<file path="config.mk">
export PLATFORM = sky130hd
export DESIGN_NAME = ram_responder
export DESIGN_NICKNAME = d
export VERILOG_FILES = /design/src/rtl/ram_responder_pkg.sv /design/src/rtl/ram_byte_array.sv /design/src/rtl/ram_responder.sv
export SDC_FILE = /design/constraint.sdc
export NUM_CORES = 2
export LEC_CHECK = 0
export ABC_CLOCK_PERIOD_IN_PS = 3800
export CORE_ASPECT_RATIO = 1.75
export CORE_MARGIN = 3
export CORE_UTILIZATION = 50
export DETAILED_ROUTE_END_ITERATION = 7
export PLACE_DENSITY = 0.68
export SYNTH_ARGS = -nofsm -noshare
export SYNTH_HDL_FRONTEND = slang
export SYNTH_HIERARCHICAL = 1
export SYNTH_SLANG_ARGS = --single-unit
</file>
<file path="constraint.sdc">
create_clock -name clk -period 3.8 [get_ports clk]
set_clock_uncertainty 0.1 [all_clocks]
set_input_delay 0.57 -clock clk [delete_from_list [all_inputs] [get_ports clk]]
set_output_delay 0.57 -clock clk [all_outputs]
set_load 0.01 [all_outputs]
</file>
<file path="src/rtl/ram_responder_pkg.sv">
// ram_responder_pkg: shared state encoding and word-size helpers for the RAM responder
package ram_responder_pkg;
  typedef enum logic [1:0] {IDLE, WAIT, XFER, DONE} state_t;
  function automatic int bytes_of(input int word_size);
    return word_size / 8;
  endfunction
endpackage

</file>
<file path="src/rtl/ram_byte_array.sv">
// ram_byte_array: DEPTH x 8 synchronous single-port RAM, read-before-write, no reset
module ram_byte_array #(
  parameter int DEPTH = 256,
  parameter int AW = $clog2(DEPTH)
) (
  input  logic          clk,
  input  logic          we,
  input  logic [AW-1:0] addr,
  input  logic [7:0]    din,
  output logic [7:0]    dout
);
  logic [7:0] mem [DEPTH];
  // one-cycle registered read; write when enabled
  always_ff @(posedge clk) begin
    if (we) mem[addr] <= din;
    dout <= mem[addr];
  end
endmodule

</file>
<file path="src/rtl/ram_responder.sv">
// ram_responder: word-wide CPU data-bus responder moving little-endian bytes to a byte RAM
module ram_responder
  import ram_responder_pkg::*;
#(
  parameter int WORD_SIZE = 16,
  parameter int DEPTH = 256,
  parameter int WAIT_STATES = 1
) (
  input  logic                 clk,
  input  logic                 reset,
  input  logic                 enable,
  input  logic                 write_en,
  input  logic [WORD_SIZE-1:0] addr,
  input  logic [WORD_SIZE-1:0] data_in,
  output logic [WORD_SIZE-1:0] data_out,
  output logic                 ready
);
  localparam int BYTES = bytes_of(WORD_SIZE);
  localparam int AW = $clog2(DEPTH);
  localparam int IW = BYTES > 1 ? $clog2(BYTES) : 1;
  localparam int WW = WAIT_STATES > 0 ? $clog2(WAIT_STATES + 1) : 1;
  localparam int PW = WORD_SIZE + 1;
  state_t state, state_n;
  logic [WORD_SIZE-1:0] a_r, d_r;
  logic we_r;
  logic [IW-1:0] idx;
  logic [WW-1:0] wcnt;
  logic last, in_range, ram_we;
  logic [PW-1:0] cur;
  logic [AW-1:0] ram_addr;
  logic [7:0] ram_din, ram_dout;
  assign last = idx == IW'(BYTES - 1);
  assign cur = {1'b0, a_r} + PW'(idx);
  assign in_range = cur < PW'(DEPTH);
  assign ram_we = state == XFER && we_r && in_range;
  assign ram_din = d_r[8*idx +: 8];
  // loads prefetch the next byte one cycle ahead so each XFER cycle captures its byte
  assign ram_addr = state == IDLE ? AW'(addr) : AW'(cur + PW'(state == XFER && !we_r));
  ram_byte_array #(.DEPTH(DEPTH), .AW(AW)) u_array (
    .clk  (clk),
    .we   (ram_we),
    .addr (ram_addr),
    .din  (ram_din),
    .dout (ram_dout)
  );
  // next-state logic
  always_comb begin
    state_n = state == IDLE ? (enable ? (WAIT_STATES == 0 ? XFER : WAIT) : IDLE) :
              state == WAIT ? (wcnt == WW'(WAIT_STATES - 1) ? XFER : WAIT) :
              state == XFER ? (last ? DONE : XFER) : IDLE;
  end
  // state register
  always_ff @(posedge clk or posedge reset) begin
    if (reset) state <= IDLE;
    else state <= state_n;
  end
  // request latch, counters, load data assembly and registered ready
  always_ff @(posedge clk or posedge reset) begin
    if (reset) begin
      a_r <= '0;
      d_r <= '0;
      we_r <= 1'b0;
      idx <= '0;
      wcnt <= '0;
      data_out <= '0;
      ready <= 1'b0;
    end else begin
      ready <= state_n == DONE;
      if (state == IDLE && enable) begin
        a_r <= addr;
        d_r <= data_in;
        we_r <= write_en;
        idx <= '0;
        wcnt <= '0;
        if (!write_en) data_out <= '0;
      end
      if (state == WAIT) wcnt <= wcnt + WW'(1);
      if (state == XFER) begin
        idx <= idx + IW'(1);
        if (!we_r) data_out[8*idx +: 8] <= in_range ? ram_dout : 8'h00;
      end
    end
  end
endmodule

</file>
Fig. 1: register map, names as in the netlist
(1 px per um)
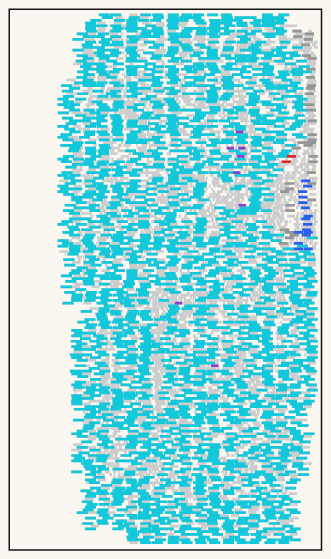
Red shows state, placed flops 2. Cyan shows u_array/mem, placed flops 2048, where all over the die. Purple shows u_array/dout, placed flops 8. Blue shows data_out, placed flops 16, where middle right.
Another 36 sequential cells are not colored.
P_seq: 31.1 mW
sequential cell area: 63000 um2
Finished Core Util: 61.0%

Fig. 2: zoomed window
Region (143, 149) to (168, 174) um. Cells in gray, sequential cells in the stronger gray; small squares are vias.
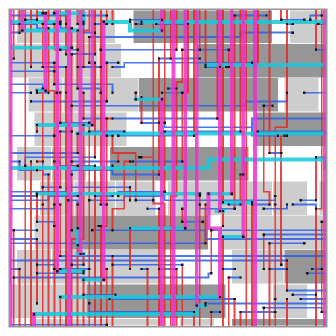
Red shows M2. Blue shows M1. Cyan shows M3. Magenta shows M4.
Netlist names of flops here include u_array/mem (7). 34 logic cells have their middle in the window. Most frequent: edfxtp_1 (7), buf_4 (7), a22oi_1 (6). Sequential cells in the window: 7.

==> summary.txt <==
Comb area share: 19.3%
Nets: 4496
Non-Clock Inverter Count: 4
P_comb: 45.3 mW
yosys xor share: 0.0970%
worst stage delay on the critical path: 0.64 ns
first-pass GRT wire length: 305 mm
Nets at Floorplan: 3839
count of tool warnings: 55
Top non-seq family: multiplexers
most frequent cells after synthesis: 2048 x edfxtp_1, 512 x mux4_2, 257 x a22oi_1, 238 x nor2_1, 146 x clkbuf_1
dpl hpwl: 136 mm
Hold EP: a_r[8]
Final min period: 4.01 ns
IR drop worst, VDD: 879 uV
failing checks: negative setup slack
count of final setup violators: 8
IO Pins: 53
worst reg2reg setup slack: -0.21 ns
Clk pwr share: 19.9%
post-DR vias/cell: 6.19
Crit path max-delay family: AND-OR/OR-AND gates
setup ws final: -0.210 ns
Mapped Cells: 3798
Tapcell Cnt: 2167
Layout Cells excl Fill: 6760
cell count of the worst hold path: 3
vias in the first global route: 43400
CTS buffer count: 181
aoi share: 3.83%
Post-DP Area: 90400 um2
Critical Path End: u_array/dout[7]
flip-flops with a built-in enable: 2048
status: complete, but fails checks
mean post-synth cell area: 21.4 um2
Fig. 3: pin map
(1 px per um) Pins as bars across the die edge, other pins in gray.
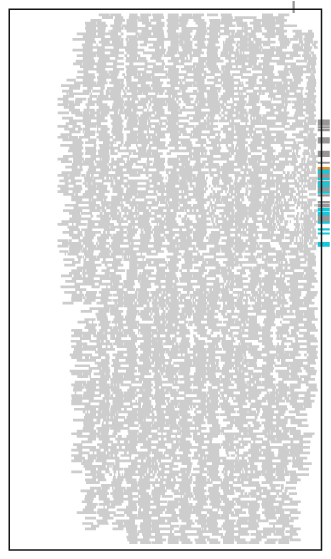
Cyan shows addr, pins 16, direction input, edge right. Orange shows reset, pins 1, direction input, edge right.
All pins by edge: 52 right, 1 top.
IO buf count: 52
die height: 539 um
Die X: 311 um

Fig. 4: routing congestion
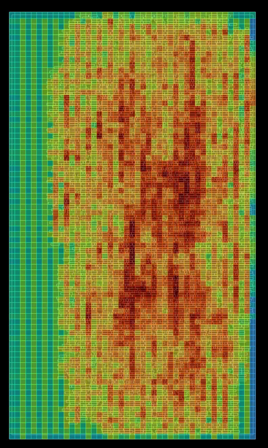
GR Layer Usage met3: 3.20%
Wirelength per Cell: 31.1 um
Global Route Usage Sum: 24.9%
global route hottest layer: met2
M1 GR Usage: 29.4%

Power and IR drop assume default switching activity.
